PDN straps and rails:
Bar = 50 um. Pins as bars on the die edge.
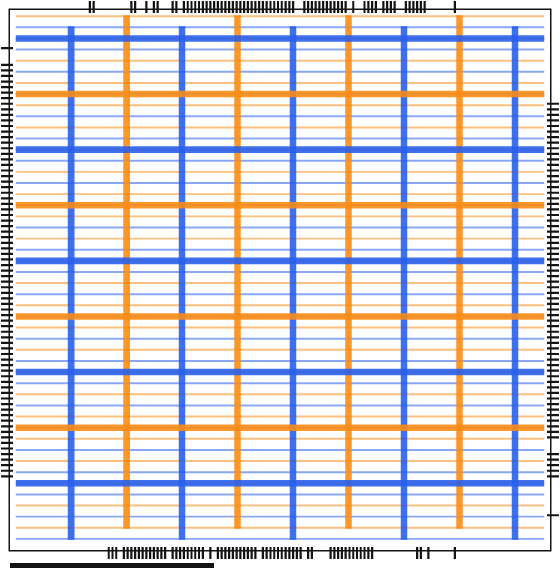
Cell classes on the final placement:
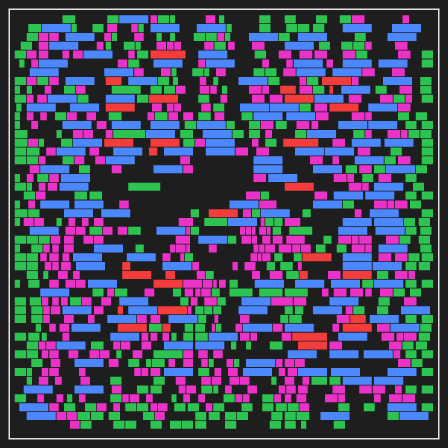
Routed clock nets over the placement:
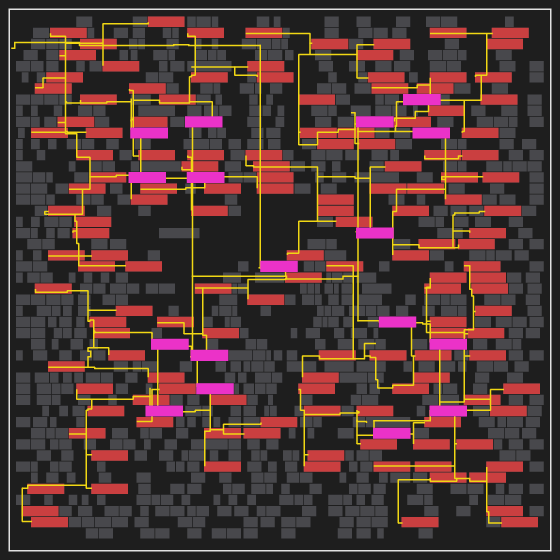
Metal layers overlaid:
Bar = 50 um.
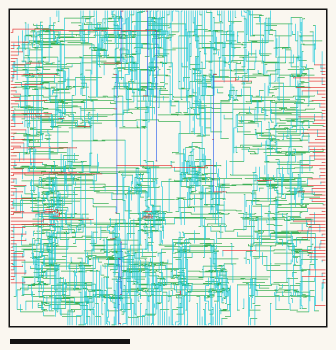
--- config.mk ---
export PLATFORM = sky130hd
export DESIGN_NAME = dram_arbiter_flat
export DESIGN_NICKNAME = d
export VERILOG_FILES = /design/src/rtl/dram_arbiter_if.sv /design/src/rtl/dram_arbiter.sv /design/src/flat_wrapper.sv
export SDC_FILE = /design/constraint.sdc
export NUM_CORES = 1
export LEC_CHECK = 0
export CAP_MARGIN = 20
export CORE_UTILIZATION = 39
export DETAILED_ROUTE_END_ITERATION = 8
export HOLD_SLACK_MARGIN = 0.05
export PLACE_DENSITY_LB_ADDON = 0.08
export SLEW_MARGIN = 40
export SYNTH_ARGS = -nofsm -noshare
export SYNTH_HDL_FRONTEND = slang
export SYNTH_SLANG_ARGS = --single-unit
export TNS_END_PERCENT = 10
--- constraint.sdc ---
create_clock -name clk -period 2.3 [get_ports clk]
set_clock_uncertainty 0.05 [all_clocks]
set_input_delay 0.69 -clock clk [delete_from_list [all_inputs] [get_ports clk]]
set_output_delay 0.69 -clock clk [all_outputs]
set_load 0.01 [all_outputs]
--- src/rtl/dram_arbiter_if.sv ---
// Bus bundle between the IFU/LSU requesters, the DRAM arbiter and the DRAM model.
// The slave modport is the arbiter's view; master is the requester/DRAM-model view.
interface dram_arbiter_if;
  logic        ifu_req_valid;
  logic        ifu_req_ready;
  logic [31:0] ifu_addr;
  logic        ifu_resp_valid;
  logic [31:0] ifu_rdata;

  logic        lsu_req_valid;
  logic        lsu_req_ready;
  logic        lsu_wen;
  logic [31:0] lsu_addr;
  logic [31:0] lsu_wdata;
  logic [3:0]  lsu_wmask;
  logic        lsu_resp_valid;
  logic [31:0] lsu_rdata;

  logic        dram_en;
  logic        dram_wen;
  logic [31:0] dram_addr;
  logic [31:0] dram_wdata;
  logic [3:0]  dram_wmask;
  logic [31:0] dram_rdata;

  modport slave (
    input  ifu_req_valid, ifu_addr,
    input  lsu_req_valid, lsu_wen, lsu_addr, lsu_wdata, lsu_wmask,
    input  dram_rdata,
    output ifu_req_ready, ifu_resp_valid, ifu_rdata,
    output lsu_req_ready, lsu_resp_valid, lsu_rdata,
    output dram_en, dram_wen, dram_addr, dram_wdata, dram_wmask
  );

  modport master (
    output ifu_req_valid, ifu_addr,
    output lsu_req_valid, lsu_wen, lsu_addr, lsu_wdata, lsu_wmask,
    output dram_rdata,
    input  ifu_req_ready, ifu_resp_valid, ifu_rdata,
    input  lsu_req_ready, lsu_resp_valid, lsu_rdata,
    input  dram_en, dram_wen, dram_addr, dram_wdata, dram_wmask
  );
endinterface

--- src/rtl/dram_arbiter.sv ---
// Shares the single DRAM port between the IFU (fetch) and the LSU (load/store).
// One transaction at a time: accept, wait LATENCY-1 cycles, one DRAM strobe,
// one response pulse, back to idle. LSU has priority unless the IFU has been
// passed over STARVE_MAX times in a row while it kept asking.
module dram_arbiter #(
  parameter int LATENCY    = 1,
  parameter int STARVE_MAX = 4
) (
  input logic           clk,
  input logic           rst_n,
  dram_arbiter_if.slave bus
);

  localparam int SW = (STARVE_MAX < 1) ? 1 : $clog2(STARVE_MAX + 1);

  typedef enum logic [1:0] {IDLE, BUSY, RESP} state_t;

  state_t      state, state_nxt;
  logic [3:0]  wait_cnt;
  logic [SW-1:0] starve_cnt;
  logic [31:0] lat_addr;
  logic [31:0] lat_wdata;
  logic [3:0]  lat_wmask;
  logic        lat_wen;
  logic        lat_lsu;
  logic [31:0] ifu_rdata_q;
  logic [31:0] lsu_rdata_q;

  logic        ifu_forced;
  logic        grant_lsu;
  logic        grant_ifu;
  logic        ifu_ready;
  logic        lsu_ready;
  logic        access;

  // Grant selection, ready generation and next-state decode
  always_comb begin
    state_nxt  = state;
    ifu_ready  = 1'b0;
    lsu_ready  = 1'b0;
    access     = 1'b0;
    ifu_forced = bus.ifu_req_valid && (starve_cnt == SW'(STARVE_MAX));
    grant_lsu  = bus.lsu_req_valid && !ifu_forced;
    grant_ifu  = bus.ifu_req_valid && !grant_lsu;
    case (state)
      IDLE: begin
        lsu_ready = grant_lsu && rst_n;
        ifu_ready = grant_ifu && rst_n;
        if (grant_lsu || grant_ifu) state_nxt = BUSY;
      end
      BUSY: begin
        if (wait_cnt == 4'd0) begin
          access    = 1'b1;
          state_nxt = RESP;
        end
      end
      RESP: state_nxt = IDLE;
      default: state_nxt = IDLE;
    endcase
  end

  // FSM state register
  always_ff @(posedge clk or negedge rst_n) begin
    if (!rst_n) state <= IDLE;
    else        state <= state_nxt;
  end

  // Latch the granted request and count down the access latency
  always_ff @(posedge clk or negedge rst_n) begin
    if (!rst_n) begin
      lat_addr  <= '0;
      lat_wdata <= '0;
      lat_wmask <= '0;
      lat_wen   <= 1'b0;
      lat_lsu   <= 1'b0;
      wait_cnt  <= '0;
    end else if (lsu_ready) begin
      lat_addr  <= bus.lsu_addr;
      lat_wdata <= bus.lsu_wdata;
      lat_wmask <= bus.lsu_wmask;
      lat_wen   <= bus.lsu_wen;
      lat_lsu   <= 1'b1;
      wait_cnt  <= 4'(LATENCY - 1);
    end else if (ifu_ready) begin
      lat_addr  <= bus.ifu_addr;
      lat_wdata <= '0;
      lat_wmask <= '0;
      lat_wen   <= 1'b0;
      lat_lsu   <= 1'b0;
      wait_cnt  <= 4'(LATENCY - 1);
    end else if (state == BUSY && wait_cnt != 4'd0) begin
      wait_cnt <= wait_cnt - 4'd1;
    end
  end

  // Capture read data into the owner's holding register on the access cycle
  always_ff @(posedge clk or negedge rst_n) begin
    if (!rst_n) begin
      ifu_rdata_q <= '0;
      lsu_rdata_q <= '0;
    end else if (access) begin
      if (!lat_lsu)     ifu_rdata_q <= bus.dram_rdata;
      else if (lat_wen) lsu_rdata_q <= '0;
      else              lsu_rdata_q <= bus.dram_rdata;
    end
  end

  // Count LSU wins while the IFU keeps waiting; any IFU win or idle IFU clears it
  always_ff @(posedge clk or negedge rst_n) begin
    if (!rst_n) begin
      starve_cnt <= '0;
    end else if (!bus.ifu_req_valid || ifu_ready) begin
      starve_cnt <= '0;
    end else if (lsu_ready && starve_cnt != SW'(STARVE_MAX)) begin
      starve_cnt <= starve_cnt + 1'b1;
    end
  end

  assign bus.ifu_req_ready  = ifu_ready;
  assign bus.lsu_req_ready  = lsu_ready;
  assign bus.ifu_resp_valid = (state == RESP) && !lat_lsu;
  assign bus.lsu_resp_valid = (state == RESP) && lat_lsu;
  assign bus.ifu_rdata      = ifu_rdata_q;
  assign bus.lsu_rdata      = lsu_rdata_q;
  assign bus.dram_en        = access;
  assign bus.dram_wen       = access && lat_wen;
  assign bus.dram_addr      = access ? lat_addr  : '0;
  assign bus.dram_wdata     = access ? lat_wdata : '0;
  assign bus.dram_wmask     = access ? lat_wmask : '0;

endmodule

--- src/flat_wrapper.sv ---
// flat-port wrapper written by rule: the top's interface ports become plain ports
module dram_arbiter_flat 
#(
  parameter int LATENCY    = 1,
  parameter int STARVE_MAX = 4
)
  (clk, rst_n, bus_ifu_req_valid, bus_ifu_addr, bus_lsu_req_valid, bus_lsu_wen, bus_lsu_addr, bus_lsu_wdata, bus_lsu_wmask, bus_dram_rdata, bus_ifu_req_ready, bus_ifu_resp_valid, bus_ifu_rdata, bus_lsu_req_ready, bus_lsu_resp_valid, bus_lsu_rdata, bus_dram_en, bus_dram_wen, bus_dram_addr, bus_dram_wdata, bus_dram_wmask);
  dram_arbiter_if bus_i ();
  input logic clk;
  input logic rst_n;
  input wire logic [$bits(bus_i.ifu_req_valid)-1:0] bus_ifu_req_valid;
  input wire logic [$bits(bus_i.ifu_addr)-1:0] bus_ifu_addr;
  input wire logic [$bits(bus_i.lsu_req_valid)-1:0] bus_lsu_req_valid;
  input wire logic [$bits(bus_i.lsu_wen)-1:0] bus_lsu_wen;
  input wire logic [$bits(bus_i.lsu_addr)-1:0] bus_lsu_addr;
  input wire logic [$bits(bus_i.lsu_wdata)-1:0] bus_lsu_wdata;
  input wire logic [$bits(bus_i.lsu_wmask)-1:0] bus_lsu_wmask;
  input wire logic [$bits(bus_i.dram_rdata)-1:0] bus_dram_rdata;
  output wire logic [$bits(bus_i.ifu_req_ready)-1:0] bus_ifu_req_ready;
  output wire logic [$bits(bus_i.ifu_resp_valid)-1:0] bus_ifu_resp_valid;
  output wire logic [$bits(bus_i.ifu_rdata)-1:0] bus_ifu_rdata;
  output wire logic [$bits(bus_i.lsu_req_ready)-1:0] bus_lsu_req_ready;
  output wire logic [$bits(bus_i.lsu_resp_valid)-1:0] bus_lsu_resp_valid;
  output wire logic [$bits(bus_i.lsu_rdata)-1:0] bus_lsu_rdata;
  output wire logic [$bits(bus_i.dram_en)-1:0] bus_dram_en;
  output wire logic [$bits(bus_i.dram_wen)-1:0] bus_dram_wen;
  output wire logic [$bits(bus_i.dram_addr)-1:0] bus_dram_addr;
  output wire logic [$bits(bus_i.dram_wdata)-1:0] bus_dram_wdata;
  output wire logic [$bits(bus_i.dram_wmask)-1:0] bus_dram_wmask;
  assign bus_i.ifu_req_valid = bus_ifu_req_valid;
  assign bus_i.ifu_addr = bus_ifu_addr;
  assign bus_i.lsu_req_valid = bus_lsu_req_valid;
  assign bus_i.lsu_wen = bus_lsu_wen;
  assign bus_i.lsu_addr = bus_lsu_addr;
  assign bus_i.lsu_wdata = bus_lsu_wdata;
  assign bus_i.lsu_wmask = bus_lsu_wmask;
  assign bus_i.dram_rdata = bus_dram_rdata;
  assign bus_ifu_req_ready = bus_i.ifu_req_ready;
  assign bus_ifu_resp_valid = bus_i.ifu_resp_valid;
  assign bus_ifu_rdata = bus_i.ifu_rdata;
  assign bus_lsu_req_ready = bus_i.lsu_req_ready;
  assign bus_lsu_resp_valid = bus_i.lsu_resp_valid;
  assign bus_lsu_rdata = bus_i.lsu_rdata;
  assign bus_dram_en = bus_i.dram_en;
  assign bus_dram_wen = bus_i.dram_wen;
  assign bus_dram_addr = bus_i.dram_addr;
  assign bus_dram_wdata = bus_i.dram_wdata;
  assign bus_dram_wmask = bus_i.dram_wmask;
  dram_arbiter #(.LATENCY(LATENCY), .STARVE_MAX(STARVE_MAX)) u_core (.clk(clk), .rst_n(rst_n), .bus(bus_i));
endmodule
==> results.txt <==
impl run done, here's what came out: Final Hold Fails 0, cell area after synthesis 6600 um^2, Main synth FF type dfrtp_1, routed vias 5445, hold slack 0.437 ns, combinational power 5.40 mW, Crit path required time 1.56 ns, Min Clock Period, post-route 2.66 ns, WS Path Type reg -> out, Initial Utilization 0.399, outcome finished with violations, Final ANT Viol Nets 0, RSZ-0062 raised after global routing true, Least-Margin Pin Slew 0.729 ns, CTS tree yes, R2R Path Start u_core.state[0]$_DFFE_PN0P_, # clock sinks 143, ys flops 143, failing checks setup timing, drt drc 0, combinational power share 0.429, switching power 3.85 mW, R2R Setup Slk 0.24 ns, fmax 375 MHz, I/O pin count 275, clock-pin slew on the worst setup and hold paths 0.06 ns, Post-DP HPWL 12500 um, ys cells 540, final worst setup slack -0.365 ns, pre-CTS setup slack -0.663 ns, gr ovfl total 0, P_int 8.74 mW, P_seq 4.38 mW, Final setup viols 71, CTS Buf Count 17, Cell Area, Placed 9770 um^2, first-pass iteration count of the detailed router 4, CP arrival 1.92 ns, CP Launch Point u_core.wait_cnt[2]$_DFFE_PN0P_, mean post-synth cell area 12.2 um^2, library cells used by synthesis 39, worst-path fanout max 12, HP Class in -> async, area grow syn2layout 57.0%, Critical Path End bus_dram_addr[18], OpenROAD warning count 30, Initial DRC Count 206, Sequential Area 3580 um^2, async set or reset register ratio after synthesis 1.00
About 'PDN straps and rails':
legend:
  VDD:
    colour: orange
  VSS:
    colour: blue
met1 rails: 48
signal pins: 275
met5 straps: 9
Placeable Area: 16500 um^2
Max IR drop VDD: 0.000623 V
Die Span X: 132 um

About 'cell classes on the final placement':
legend:
  remaining buffers and delay cells:
    colour: green
    cells: 317
  remaining logic cells:
    colour: magenta
    cells: 352
  registers:
    colour: blue
    cells: 143
  clock drivers and dummy loads:
    colour: red
    cells: 30
Final Cell Area: 10400 um^2
Row Count: 47

About 'routed clock nets over the placement':
legend:
  clock wires:
    colour: yellow
    length: 1840 um
  flip-flops:
    colour: red
    count: 143
  clock-net drivers:
    colour: magenta
    count: 17
flops lie: spread over the die
Clk pwr share: 0.223
worst skew pair latency: 0.41 ns

About 'metal layers overlaid':
legend:
  M1:
    colour: green
    wire_length: 8010 um
  M2:
    colour: cyan
    wire_length: 9260 um
  M3:
    colour: red
    wire_length: 1020 um
  M4:
    colour: blue
    wire_length: 267 um

==> registers in the layout, indices dropped and copies added, names as in the netlist <==
| register | cells |
|---|---|
| u_core.state | 2 |
| u_core.lat_addr | 32 |
| u_core.lat_wmask | 4 |
| u_core.bus.lsu_rdata | 32 |
| u_core.lat_lsu | 1 |
| u_core.bus.ifu_rdata | 32 |
| u_core.lat_wdata | 32 |
| u_core.starve_cnt | 3 |
| u_core.lat_wen | 1 |
| u_core.wait_cnt | 4 |
==> metal layers <==
metal	vias to the layer above	GRT usage	wire length (um)
li1	2527	-	-
met1	2709	0.284	8010
met2	190	0.359	9260
met3	19	0.0484	1020
met4	0	0.0749	267
met5	-	0	0
==> worst max-delay path, delay by kind of cell (launching register included) <==
| kind | cells | cell delay, ns |
|---|---|---|
| and+or+nand+nor | 3 | 0.66 |
| DFF | 1 | 0.39 |
| buffers and inverters | 3 | 0.46 |
==> kinds of logic (layout without fill, tap and decap cells) <==
family / Yosys count / in the layout / share of synthesized area
compound gates: 116 / 116 / 0.149
buf+inv: 50 / 352 / 0.0339
mux: 65 / 65 / 0.111
flops: 143 / 143 / 0.542
fa+ha+maj: 4 / 4 / 0.00758
simple gates: 162 / 162 / 0.156
==> cells in the final DEF, fill, tap and decap left out, types with 3 or more instances in the layout <==
cell type	synthesis	routed
clkdlybuf4s50_1	0	197
bufinv_16	0	3
nor2_1	5	4
nand2_1	3	3
and2_4	0	18
and2_1	69	51
mux2_2	62	62
ha_1	4	3
a2bb2oi_1	32	32
buf_12	0	5
buf_4	0	30
nand2b_1	33	32
dlygate4sd2_1	0	4
a22o_1	37	37
inv_1	5	5
nor3b_1	3	3
clkbuf_8	0	4
nand3_1	3	3
buf_6	3	26
clkbuf_16	0	19
buf_2	11	49
dfrtp_1	143	143
o32ai_1	32	32
a21oi_1	3	3
nor2b_1	33	33
clkinvlp_4	0	4
==> timing repair <==
| action | 4_1_cts | 5_1_grt |
|---|---|---|
| setup endpoints to repair | 74 | 72 |
| gates resized | 311 | 27 |
| pin swaps | 12 | 15 |
| hold buffers | 0 | 0 |
| setup buffers | 2 | 0 |
| cloned | 2 | 2 |
==> stage by stage <==
step | std cells | setup TNS, ns | power [mW] | util
2_1_floorplan | 540 | 0 | 6.86 | -
3_3_place_gp | 1026 | -60.38 | 9.51 | 0.591
3_5_place_dp | 1026 | -35.48 | 9.67 | 0.591
4_1_cts | 1060 | -24.60 | 12.5 | 0.616
5_1_grt | 1062 | -28.44 | 13.3 | 0.627
6_report | 1062 | -23.26 | 12.6 | 0.627
==> synthesized netlist by cell type, types with 4 or more instances <==
library cell,n,share of area
dfrtp_1,143,0.54
and2_1,69,0.065
mux2_2,62,0.11
a22o_1,37,0.049
nand2b_1,33,0.031
nor2b_1,33,0.031
a2bb2oi_1,32,0.042
o32ai_1,32,0.042
clkbuf_1,31,0.018
buf_2,11,0.0083
inv_1,5,0.0028
nor2_1,5,0.0028
ha_1,4,0.0076
==> cell type report <==
type	count	share of cell area
Clock buffer	21	0.0454
Timing Repair Buffer	317	0.290
Clock inverter	9	0.0129
Multi-Input combinational cell	347	0.278
Sequential cell	143	0.345
Tap cell	220	0.0266
Inverter	5	0.00181
Power is estimated from default activity; no workload was simulated.
